--- config.mk ---
export PLATFORM = sky130hd
export DESIGN_NAME = lc3b_mem_arbiter
export DESIGN_NICKNAME = d
export VERILOG_FILES = /design/src/rtl/lc3b_mem_arbiter_pkg.sv /design/src/rtl/lc3b_mem_arbiter_sat_counter.sv /design/src/rtl/lc3b_mem_arbiter.sv
export SDC_FILE = /design/constraint.sdc
export NUM_CORES = 1
export LEC_CHECK = 0
export CAP_MARGIN = 15
export CELL_PAD_IN_SITES_DETAIL_PLACEMENT = 1
export CELL_PAD_IN_SITES_GLOBAL_PLACEMENT = 2
export CORE_AREA = 2 2 289 291
export DETAILED_ROUTE_END_ITERATION = 7
export DIE_AREA = 0 0 291 293
export HOLD_SLACK_MARGIN = 0.15
export PLACE_DENSITY = 0.61
export SYNTH_ARGS = -nofsm -noshare
export SYNTH_HDL_FRONTEND = slang
export SYNTH_HIERARCHICAL = 1
export SYNTH_SLANG_ARGS = --single-unit
--- constraint.sdc ---
create_clock -name clk -period 2.25 [get_ports clk]
set_input_delay 0.45 -clock clk [delete_from_list [all_inputs] [get_ports clk]]
set_output_delay 0.45 -clock clk [all_outputs]
set_load 0.02 [all_outputs]
--- src/rtl/lc3b_mem_arbiter_pkg.sv ---
// Shared types for the LC-3b split-cache memory arbiter.
package lc3b_mem_arbiter_pkg;

    typedef enum logic [1:0] {
        IDLE   = 2'd0,
        I_BUSY = 2'd1,
        D_BUSY = 2'd2,
        DONE   = 2'd3
    } lc3b_arb_state;

    typedef enum logic {
        REQ_I = 1'b0,
        REQ_D = 1'b1
    } lc3b_requester;

endpackage

--- src/rtl/lc3b_mem_arbiter_sat_counter.sv ---
// Saturating event counter with synchronous clear taking priority over increment.
module lc3b_sat_counter #(
    parameter int CNT_W = 16
) (
    input  logic             clk,
    input  logic             rst_n,
    input  logic             inc,
    input  logic             clr,
    output logic [CNT_W-1:0] count
);

    always_ff @(posedge clk or negedge rst_n) begin
        if (!rst_n) begin
            count <= '0;
        end else if (clr) begin
            count <= '0;
        end else if (inc && (count != '1)) begin
            count <= count + CNT_W'(1);
        end
    end

endmodule

--- src/rtl/lc3b_mem_arbiter.sv ---
// Round-robin arbiter putting the I-cache and D-cache line ports onto one
// physical memory port, one line transaction outstanding at a time.
//
// state  | meaning
// IDLE   | sample requests, grant one, latch address/op/wdata
// I_BUSY | memory command issued on behalf of the I-cache
// D_BUSY | memory command issued on behalf of the D-cache
// DONE   | one quiet cycle so the served requester can drop its request
module lc3b_mem_arbiter
    import lc3b_mem_arbiter_pkg::*;
#(
    parameter int ADDR_W = 16,
    parameter int LINE_W = 128,
    parameter int OFFS_W = 4,
    parameter int CNT_W  = 16
) (
    input  logic              clk,
    input  logic              rst_n,
    input  logic              i_read,
    input  logic [ADDR_W-1:0] i_addr,
    output logic [LINE_W-1:0] i_rdata,
    output logic              i_resp,
    input  logic              d_read,
    input  logic              d_write,
    input  logic [ADDR_W-1:0] d_addr,
    input  logic [LINE_W-1:0] d_wdata,
    output logic [LINE_W-1:0] d_rdata,
    output logic              d_resp,
    output logic              pmem_read,
    output logic              pmem_write,
    output logic [ADDR_W-1:0] pmem_addr,
    output logic [LINE_W-1:0] pmem_wdata,
    input  logic [LINE_W-1:0] pmem_rdata,
    input  logic              pmem_resp,
    input  logic              perf_clear,
    output logic [CNT_W-1:0]  perf_i_grants,
    output logic [CNT_W-1:0]  perf_d_grants,
    output logic [CNT_W-1:0]  perf_conflicts
);

    localparam logic [ADDR_W-1:0] LINE_MASK = {{(ADDR_W-OFFS_W){1'b1}}, {OFFS_W{1'b0}}};

    lc3b_arb_state state_q, state_d;
    lc3b_requester last_grant_q, last_grant_d;

    logic              op_write_q;
    logic [ADDR_W-1:0] addr_q;
    logic [LINE_W-1:0] wdata_q;

    logic i_req, d_req;
    logic grant_i, grant_d, conflict;

    assign i_req = i_read;
    assign d_req = d_read | d_write;

    always_comb begin
        state_d      = state_q;
        last_grant_d = last_grant_q;
        grant_i      = 1'b0;
        grant_d      = 1'b0;
        conflict     = 1'b0;
        pmem_read    = 1'b0;
        pmem_write   = 1'b0;
        i_resp       = 1'b0;
        d_resp       = 1'b0;
        case (state_q)
            IDLE: begin
                if (i_req && d_req) begin
                    conflict = 1'b1;
                    // Tie goes to whoever was not served last.
                    if (last_grant_q == REQ_D) grant_i = 1'b1;
                    else                       grant_d = 1'b1;
                end else if (i_req) begin
                    grant_i = 1'b1;
                end else if (d_req) begin
                    grant_d = 1'b1;
                end
                if (grant_i) state_d = I_BUSY;
                if (grant_d) state_d = D_BUSY;
            end
            I_BUSY: begin
                pmem_read  = ~op_write_q;
                pmem_write = op_write_q;
                if (pmem_resp) begin
                    i_resp       = 1'b1;
                    last_grant_d = REQ_I;
                    state_d      = DONE;
                end
            end
            D_BUSY: begin
                pmem_read  = ~op_write_q;
                pmem_write = op_write_q;
                if (pmem_resp) begin
                    d_resp       = 1'b1;
                    last_grant_d = REQ_D;
                    state_d      = DONE;
                end
            end
            DONE:    state_d = IDLE;
            default: state_d = IDLE;
        endcase
    end

    always_ff @(posedge clk or negedge rst_n) begin
        if (!rst_n) begin
            state_q      <= IDLE;
            last_grant_q <= REQ_D;
            op_write_q   <= 1'b0;
            addr_q       <= '0;
            wdata_q      <= '0;
        end else begin
            state_q      <= state_d;
            last_grant_q <= last_grant_d;
            if (grant_i) begin
                addr_q     <= i_addr & LINE_MASK;
                op_write_q <= 1'b0;
            end
            // A simultaneous read+write from the D-cache is a writeback.
            if (grant_d) begin
                addr_q     <= d_addr & LINE_MASK;
                op_write_q <= d_write;
                wdata_q    <= d_wdata;
            end
        end
    end

    assign pmem_addr  = addr_q;
    assign pmem_wdata = wdata_q;
    assign i_rdata    = pmem_rdata;
    assign d_rdata    = pmem_rdata;

    lc3b_sat_counter #(.CNT_W(CNT_W)) u_cnt_i_grants (
        .clk   (clk),
        .rst_n (rst_n),
        .inc   (i_resp),
        .clr   (perf_clear),
        .count (perf_i_grants)
    );

    lc3b_sat_counter #(.CNT_W(CNT_W)) u_cnt_d_grants (
        .clk   (clk),
        .rst_n (rst_n),
        .inc   (d_resp),
        .clr   (perf_clear),
        .count (perf_d_grants)
    );

    lc3b_sat_counter #(.CNT_W(CNT_W)) u_cnt_conflicts (
        .clk   (clk),
        .rst_n (rst_n),
        .inc   (conflict),
        .clr   (perf_clear),
        .count (perf_conflicts)
    );

endmodule

**Run 1: metal layers overlaid**

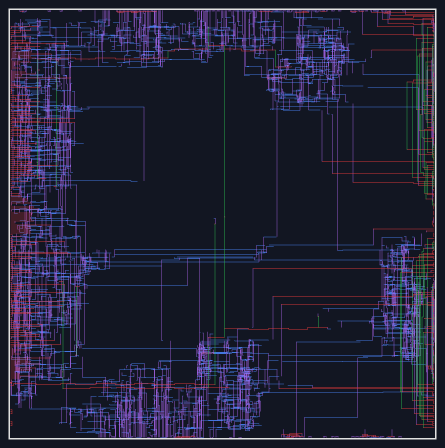
M1: in blue, wire length 12300 um. M4: in green, wire length 2580 um. M3: in red, wire length 4770 um. M2: in purple, wire length 17000 um.

**Run 1: clock routing**

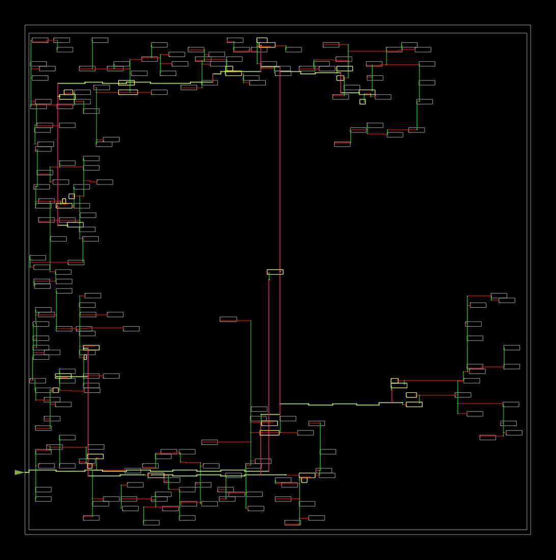
clk_skew: 0.0179 ns
clock buffer count in the final layout: 19
clock network latency to the later pin of the worst-skew pair: 0.50 ns
CTS sink cnt: 192

==> impl_summary.log, run 1 <==
[flow] summary of implementation run
[metrics] outcome: finished, final reports clean
[metrics] startpoint of the most critical setup path: u_cnt_conflicts/count[2]
[metrics] prevailing post-synth register cell: sky130_fd_sc_hd__dfrtp_1
[metrics] switching part of the total power: 36.7%
[metrics] number of synthesized register bits: 192
[metrics] chip footprint: 85300 um^2
[metrics] maximum fanout along the worst path: 8
[metrics] CP bufs+invs: 1
[metrics] setup slack, reg-to-reg: roughly 0.18 ns
[metrics] number of buffers added by the clock tree synthesis step: 17
[metrics] data required time at the worst endpoint: 1.80 ns
[metrics] vias in the first global route: 8085
[metrics] Setup violations, final: 0
[metrics] met2 routing resource usage after global routing: 13.4%
[metrics] data arrival at the endpoint of the critical path: around 1.7 ns
[metrics] final slew viol count: 0
[metrics] Async S/R FF share, synth: 100%
[metrics] core area: 81800 um^2
[metrics] TritonCTS clock tree: done
[metrics] number of distinct library cells after synthesis: 40
[metrics] global route overflow: 0
[metrics] largest cells by area after synthesis: sky130_fd_sc_hd__dfrtp_1 46%, sky130_fd_sc_hd__buf_4 19%, sky130_fd_sc_hd__mux2_2 14%
[metrics] residual antenna-violating net count after detailed routing: 0
[metrics] First DRT Iteration DRCs: 185
[metrics] count of warning messages emitted by the tools: 36
[metrics] share of the cycle needed by the critical path after routing: a little over nine tenths
[metrics] share of power burned in the clock network: 19.4%
[metrics] met1 global-route usage: 8.19%
[metrics] final core utilization: 17.3%
[metrics] clock slew at the register clock pins of the worst setup and hold paths: 0.09 ns
[metrics] slowest library cell on the worst path: sky130_fd_sc_hd__clkdlybuf4s50_1
[metrics] Via-to-Cell Ratio: 3.37
**Run 1: selected gate families**

Scale bar: 100 um.
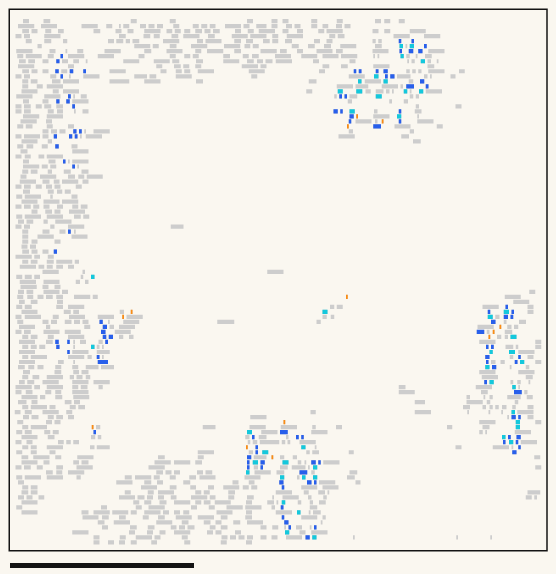
inv cells: in orange, cells 13. aoi and oai cells: in blue, cells 105, where all over the die. and/or cells: in cyan, cells 45.
logic gate fraction of the total cell area: 23.9%
most frequent logic cell in the layout: sky130_fd_sc_hd__clkdlybuf4s50_1
number of cells in the finished layout apart from fillers: 2121

**Run 1: pin placement**

Pins as bars across the die edge, other pins in gray.
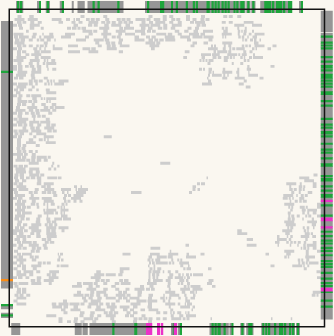
d_write: in orange, pins 1, direction input, edge left. perf_conflicts: in magenta, pins 16, direction output, edge 10 bottom, 6 right. i_rdata: in green, pins 128, direction output, edge 57 right, 43 top, 25 bottom, 3 left.
All pins by edge: 209 right, 194 top, 188 left, 156 bottom.
Die Wd: 291 um
vertical die dimension: 293 um
number of port buffers: 350

[run 1: logic make-up after synthesis]
logic type | after synthesis | synth area share, %
DFF | 192 | 46.6
buffers and inverters | 306 | 21.2
adders and majority gates | 6 | 0.728
muxes | 140 | 15.3
other | 1 | 0.0364
AOI/OAI and AO/OA | 107 | 6.55
and+or+nand+nor | 159 | 9.61
[run 1: flip-flops by register name, indices dropped and copies added, names as in the netlist]
signal / flops
u_cnt_conflicts/count: 16
op_write_q: 1
pmem_wdata: 128
pmem_addr: 12
u_cnt_d_grants/count: 16
last_grant_q: 1
u_cnt_i_grants/count: 16
state_q: 2
[run 1: Yosys cell counts, drive strengths merged (9+ instances only)]
master    n
buf     278
dfrtp   191
mux2    140
a21oi    35
nand2    34
o21ai    26
nand4    21
o31ai    21
or4      21
clkbuf   15
nor4     15
o22ai    14
inv      13
nor2     13
nor2b    13
or3      10
nand3     9
[run 1: repair_timing]
item / CTS / global route
endpoints found under the hold margin: 25 / 0
setup endpoints to repair: 21 / 16
hold buffers: 1 / 0
resized: 25 / 12
pin swaps: 0 / 1
[run 1: power groups by stage]
stage,Sequential [mW],Clock (mW),Combinational [mW]
after detailed placement,5.71,0,8.29
after global routing,5.84,3.64,8.76
final,5.62,3.33,8.22
after floorplan,7.14,0,3.08
after CTS,5.68,3.55,8.34
after global placement,5.65,0,8.21
[run 1: cell type report]
| cell class | instances | area, um^2 |
|---|---|---|
| Timing Repair Buffer | 398 | 3990 |
| Inverter | 13 | 48.8 |
| Tap cell | 1070 | 1340 |
| Sequential cell | 192 | 4810 |
| Multi-Input combinational cell | 416 | 3400 |
| Clock inverter | 13 | 174 |
| Fill cell | 9350 | 67700 |
| Clock buffer | 19 | 443 |
[run 1: per-stage QoR]
stage | cells | TNS [ns] | hold WS (ns) | setup slack [ns] | power, mW
global placement | 2088 | -4.17 | 0.389 | -0.341 | 13.9
global route | 2121 | -0.000378 | 0.394 | -0.000378 | 18.2
CTS | 2121 | 0 | 0.356 | 0.00204 | 17.6
floorplan | 914 | 0 | 0.154 | 0.132 | 10.2
finish | 2121 | 0 | 0.419 | 0.0948 | 17.2
detailed placement | 2088 | -4.92 | 0.389 | -0.281 | 14.0
[run 1: per-layer routing]
layer / wire length (um) / vias up
met5: 0 / -
met4: 2580 / 0
met3: 4770 / 138
met2: 17000 / 365
met1: 12300 / 3468
li1: - / 3182
[run 1: path summary, 6_finish.rpt]
kind	end	cells past startpoint
worst max-delay path	perf_conflicts[2]	1
worst min-delay path	pmem_wdata[7]	2
worst max register to register	u_cnt_conflicts/count[2]	8
worst min register to register	pmem_addr[10]	2
max in group asynchronous	u_cnt_d_grants/count[13]	3
min in group clk	u_cnt_conflicts/count[4]	3
==> inputs of run 2 (changes only) <==
CAP_MARGIN = not set   (was 15)
MAX_ROUTING_LAYER = met4   (was not set)
**Run 2: pin placement**

Pins as bars across the die edge, other pins in gray.
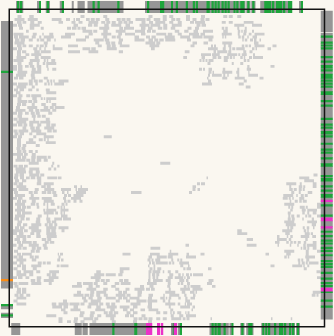
i_rdata: in green, pins 128, direction output, edge 57 right, 43 top, 25 bottom, 3 left. perf_conflicts: in magenta, pins 16, direction output, edge 10 bottom, 6 right. d_write: in orange, pins 1, direction input, edge left.
All pins by edge: 209 right, 194 top, 188 left, 156 bottom.

**Run 2: clock routing**

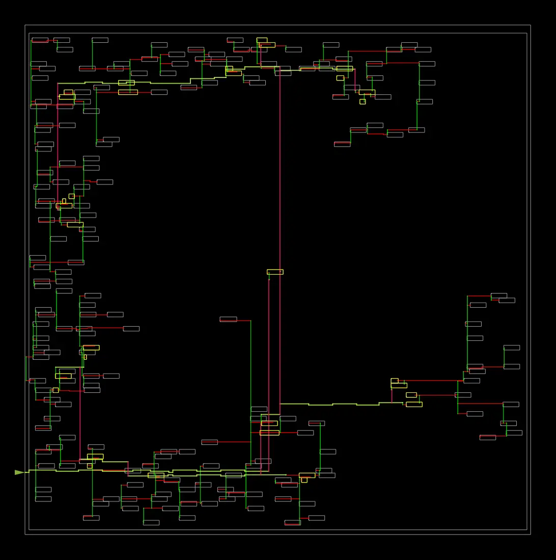
power drawn by the clock network: 3.33 mW
sequential cell count of the final layout: 192
number of buffers added by the clock tree synthesis step: 17
clk_skew: 0.0182 ns

**Run 2: selected gate families**

Scale bar: 100 um.
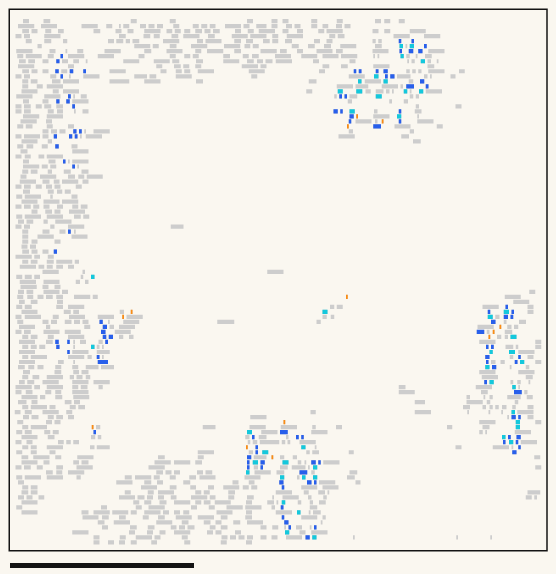

==> run 2 against run 1 <==
Effect of this change:
- die size did not move
- wire length shrank 0.20%
- clock skew is essentially flat
- global-route usage increased by 0.23 points
- core utilization did not move
- non-clock buffer count unchanged
- cell count stayed put
- sequential share of layout area unchanged
- count of clock-buffer cells in the layout unchanged
- via count increased by 0.20%
- total power increased by 0.10%
- highest routed layer unchanged
==> impl_summary.log, run 2 <==
[flow] summary of implementation run
[metrics] most frequent logic cell in the layout: sky130_fd_sc_hd__clkdlybuf4s50_1
[metrics] prevailing post-synth register cell: sky130_fd_sc_hd__dfrtp_1
[metrics] count leader, synth: sky130_fd_sc_hd__buf_4
[metrics] Via-to-Cell Ratio: 3.38 (+0.20%)
[metrics] data required time at the worst endpoint: 1.80 ns (about the same)
[metrics] Setup violations, final: 0 (unchanged)
[metrics] final core utilization: 17.3% (unchanged)
[metrics] slowest library cell on the worst path: sky130_fd_sc_hd__clkdlybuf4s50_1
[metrics] number of port buffers: 350 (unchanged)
[metrics] outcome: finished, final reports clean
[metrics] dpl ws: -0.281 ns (unchanged)
[metrics] Die Wd: 291 um (unchanged)
[metrics] number of distinct library cells after synthesis: 40 (unchanged)
[metrics] global route overflow: 0 (unchanged)
[metrics] fill cell count: 9350 (unchanged)
[metrics] final worst setup slack: 0.0942 ns (-0.000632 ns)
[metrics] clock slew at the register clock pins of the worst setup and hold paths: 0.09 ns (about the same)
[metrics] vertical die dimension: 293 um (unchanged)
[metrics] final slew viol count: 0 (unchanged)
[metrics] data arrival at the endpoint of the critical path: 1.71 ns (about the same)
[metrics] number of placed cells counting well taps: 2088 (unchanged)
[metrics] setup slack, reg-to-reg: 0.18 ns (about the same)
[metrics] largest cells by area after synthesis: sky130_fd_sc_hd__dfrtp_1 46%, sky130_fd_sc_hd__buf_4 19%, sky130_fd_sc_hd__mux2_2 14%
[metrics] critical register-to-register path endpoint: u_cnt_conflicts/count[2]
==> run 2: per-layer routing <==
metal | wire (um) | part of all wire (%) | track usage (%) | vias to the layer above
li1 | - | - | - | 3183
met1 | 12500 | 34 | 8.35 | 3479
met2 | 17200 | 47 | 13.5 | 366
met3 | 4540 | 12 | 5.00 | 139
met4 | 2360 | 6.5 | 6.84 | 0
met5 | 0 | 0 | - | -
==> run 2: layout make-up <==
cell class | instances | area, um^2 | share of cell area (%)
sequential | 192 | 4810 | 33.9
timing repair buffer | 398 | 3990 | 28.1
multi-input combinational | 416 | 3400 | 23.9
tap | 1070 | 1340 | 9.43
clock buffer | 19 | 443 | 3.12
clock inverter | 13 | 174 | 1.23
inverter | 13 | 48.8 | 0.344
==> run 2: worst max path at each step <==
stage / start / endpoint / slack [ns]
final: u_cnt_conflicts/count[2] / perf_conflicts[2] / 0.09
after global routing: state_q[0] / i_resp / 0.0009
after CTS: u_cnt_conflicts/count[13] / perf_conflicts[13] / 0.002
after detailed placement: i_read / u_cnt_conflicts/count[2] / -0.28
after global placement: i_read / u_cnt_conflicts/count[2] / -0.34
after floorplan: state_q[0] / u_cnt_conflicts/count[3] / 0.13
==> run 2: cells by family after synthesis <==
logic type / Yosys count / synth area share, %
AOI/OAI and AO/OA: 107 / 6.55
DFF: 192 / 46.6
and+or+nand+nor: 159 / 9.61
muxes: 140 / 15.3
adders and majority gates: 6 / 0.728
other: 1 / 0.0364
buffers and inverters: 306 / 21.2
==> run 2: what timing repair did <==
item	4_1_cts	5_1_grt
pin swaps	0	1
endpoints found under the setup margin	21	16
cloned	0	0
buffers inserted	0	0
gates resized	25	12
hold endpoints to repair	25	0
hold buffers	1	0
==> run 2: power breakdown <==
group / internal, mW / leakage [nW] / switching [mW]
combinational: 4.34 / 2.82 / 3.90
clock: 1.71 / 0.299 / 1.61
sequential: 4.81 / 2.37 / 0.818
==> inputs of run 3 (changes only) <==
--- a/config.mk
+++ b/config.mk
@@ -15,2 +15,3 @@
 export PLACE_DENSITY = 0.61
+export SLEW_MARGIN = 10
 export SYNTH_ARGS = -nofsm -noshare
==> constraint.sdc (replaced) <==
create_clock -name clk -period 2.25 [get_ports clk]
set_input_delay 0.225 -clock clk [delete_from_list [all_inputs] [get_ports clk]]
set_output_delay 0.225 -clock clk [all_outputs]
set_load 0.02 [all_outputs]
**Run 3: sequential cells grouped by signal name**

Other sequential cells in the stronger gray, the rest of the logic in the fainter gray.
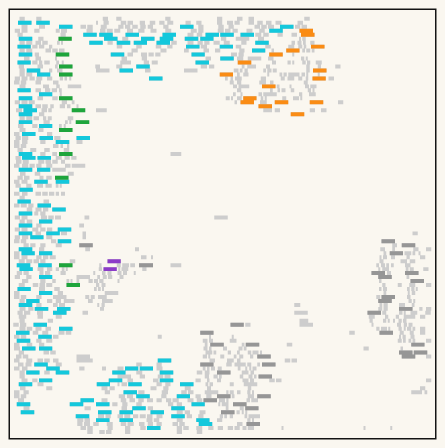
u_cnt_i_grants/count: in orange, sequential cells 16. state_q: in purple, sequential cells 2. pmem_wdata: in cyan, sequential cells 128. pmem_addr: in green, sequential cells 12.
Another 34 sequential cells are not colored.
final core utilization: 17.3%
Sequential Area: 4810 um^2

**Run 3: pin placement**

Pins as bars across the die edge, other pins in gray.
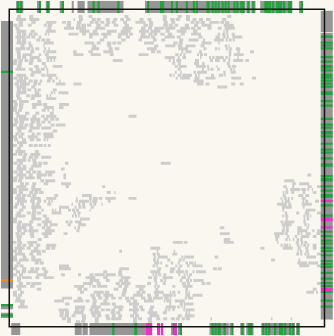
perf_conflicts: in magenta, pins 16, direction output, edge 10 bottom, 6 right. d_write: in orange, pins 1, direction input, edge left. i_rdata: in green, pins 128, direction output, edge 57 right, 43 top, 25 bottom, 3 left.

**Run 3: metal layers overlaid**

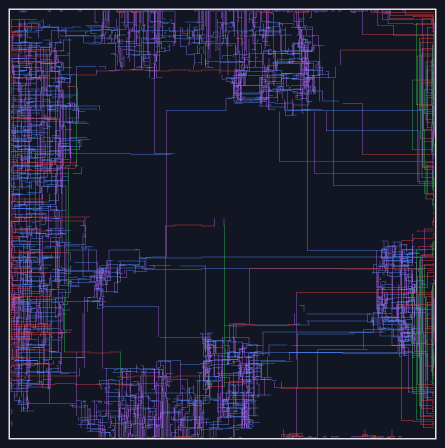
M4: in green, wire length 2110 um. M1: in blue, wire length 12800 um. M3: in red, wire length 4180 um. M2: in purple, wire length 17300 um.
total global-route track usage: 8.74%
routed len/inst: 17.2 um
routed wire length: 36400 um

==> run 3 against run 2 <==
Effect of this change:
- clock skew decreased by 0.0044 ns
- worst setup slack improved by 0.018 ns
- critical path depth increased by 8
- wire length decreased by 0.56%
- sequential power about the same
- global-route usage decreased by 0.15 points
- clock power decreased by 3%
- sequential share of layout area increased by 0.17 points
- core utilization decreased by 0.086 points
- flip-flop count unchanged
- maximum frequency increased by 0.82%
- cell area decreased by 0.49%
- critical path type is now reg2reg
==> impl_summary.log, run 3 <==
[flow] summary of implementation run
[metrics] met1 global-route usage: 8.12% (-0.23 points)
[metrics] post-route setup TNS: 0 ns
[metrics] final worst setup slack: 0.112 ns (+0.0176 ns)
[metrics] setup slack, reg-to-reg: 0.11 ns (-0.07 ns)
[metrics] Setup violations, final: 0 (unchanged)
[metrics] number of cells produced by synthesis: 911
[metrics] critical register-to-register path endpoint: u_cnt_conflicts/count[2]
[metrics] dpl ws: -0.161 ns (+0.120 ns)
[metrics] post-synthesis average cell area: 11.3 um^2
[metrics] most frequent logic cell in the layout: sky130_fd_sc_hd__clkdlybuf4s50_1
[metrics] outcome: finished, final reports clean
[metrics] number of distinct library cells after synthesis: 40 (unchanged)
[metrics] number of cells traversed by the worst register-to-register path: 9
[metrics] maximum frequency from static timing analysis: roughly 470 MHz
[metrics] RSZ-0062 raised after global routing: true
[metrics] worst hold path startpoint: perf_clear
[metrics] count of warning messages emitted by the tools: 37
[metrics] global route overflow: 0 (unchanged)
[metrics] vertical die dimension: 293 um (unchanged)
[metrics] met2 routing resource usage after global routing: 13.7% (+0.14 points)
[metrics] fill cell count: 9352 (+0.021%)
[metrics] busiest grt layer: met2
[metrics] Via-to-Cell Ratio: 3.37 (-0.16%)
[metrics] data arrival at the endpoint of the critical path: 2.55 ns (+0.84 ns)
[metrics] clock slew at the register clock pins of the worst setup and hold paths: 0.08 ns (about the same)
[metrics] critical path class: reg2reg
[metrics] number of detailed-route iterations in the first pass: 4
[metrics] Die Wd: 291 um (unchanged)
[metrics] clk_skew: 0.0138 ns (-0.00442 ns)
[metrics] count leader, synth: sky130_fd_sc_hd__buf_4
[metrics] postcts setup bufs: 0 (unchanged)
[metrics] final slew viol count: 0 (unchanged)
[metrics] largest cells by area after synthesis: sky130_fd_sc_hd__dfrtp_1 46%, sky130_fd_sc_hd__buf_4 19%, sky130_fd_sc_hd__mux2_2 14%
[metrics] data required time at the worst endpoint: 2.66 ns (+0.86 ns)
[metrics] number of buffers added by the clock tree synthesis step: 17 (unchanged)
[metrics] slowest library cell on the worst path: sky130_fd_sc_hd__or4_2
[metrics] prevailing post-synth register cell: sky130_fd_sc_hd__dfrtp_1
[metrics] met3 usage in global routing: 4.89% (-0.11 points)
[metrics] number of port buffers: 350 (unchanged)
[metrics] I/O pin total: 747
-- run 3: cell type report --
cell class / instances / area [um^2] / area share, %
sequential: 192 / 4810 / 34.0
timing repair buffer: 395 / 3940 / 27.9
multi-input combinational: 416 / 3390 / 24.0
tap: 1070 / 1340 / 9.48
clock buffer: 18 / 429 / 3.04
clock inverter: 14 / 171 / 1.21
inverter: 13 / 48.8 / 0.346
antenna: 1 / 2.50 / 0.0177
-- run 3: timing repair --
item                                    in CTS  in global routing
hold buffers                                 1                  0
resized                                      9                  7
hold endpoints to repair                   170                  0
pin swaps                                    1                  2
endpoints found under the setup margin      21                 14
-- run 3: how the worst max path moves through the flow --
| stage | startpoint | endpoint | slack, ns | cells after the start |
|---|---|---|---|---|
| final | state_q[0] | u_cnt_conflicts/count[2] | 0.11 | 9 |
| after floorplan | state_q[0] | u_cnt_conflicts/count[3] | 0.13 | 8 |
| after detailed placement | d_write | u_cnt_conflicts/count[11] | -0.16 | 8 |
| after global placement | d_write | u_cnt_conflicts/count[13] | -0.12 | 8 |
| after CTS | state_q[0] | u_cnt_conflicts/count[2] | 0.003 | 9 |
| after global routing | state_q[0] | u_cnt_d_grants/count[12] | -0.02 | 8 |
-- run 3: cell families (layout without fill, tap and decap cells) --
kind of cell,Yosys count,after routing,synth area share (%)
other,1,5,0.0364
muxes,140,140,15.3
DFF,192,192,46.6
buffers and inverters,306,440,21.2
AOI/OAI and AO/OA,107,107,6.55
and+or+nand+nor,159,159,9.61
adders and majority gates,6,6,0.728
-- run 3: layer usage --
metal	up-vias	wire length, um
met1	3493	12800
met4	0	2110
li1	3171	-
met5	-	0
met2	365	17300
met3	120	4180
-- run 3: worst reg2reg max path: stages (launching register included) --
cell	delay [ns]
sky130_fd_sc_hd__dfrtp_1	0.39
sky130_fd_sc_hd__inv_1	0.12
sky130_fd_sc_hd__ha_4	0.19
sky130_fd_sc_hd__o21ai_2	0.09
sky130_fd_sc_hd__nor2_2	0.14
sky130_fd_sc_hd__buf_4	0.15
sky130_fd_sc_hd__inv_1	0.07
sky130_fd_sc_hd__buf_4	0.14
sky130_fd_sc_hd__or4_2	0.61
sky130_fd_sc_hd__a21oi_1	0.16
-- run 3: stage by stage --
step | power (mW) | instances | instance area, um^2 | util [%]
after floorplan | 10.2 | 914 | 10300 | -
after global placement | 13.7 | 2085 | 13500 | 16.4
after detailed placement | 13.9 | 2085 | 13500 | 16.4
after CTS | 17.3 | 2118 | 14100 | 17.2
after global routing | 18.0 | 2119 | 14100 | 17.3
final | 16.9 | 2119 | 14100 | 17.3
-- run 3: power breakdown --
| group | switching (mW) | internal [mW] |
|---|---|---|
| Combinational | 3.81 | 4.24 |
| Clock | 1.64 | 1.59 |
| Sequential | 0.807 | 4.81 |
No activity file was given, so power comes from the tool's default toggle rates.
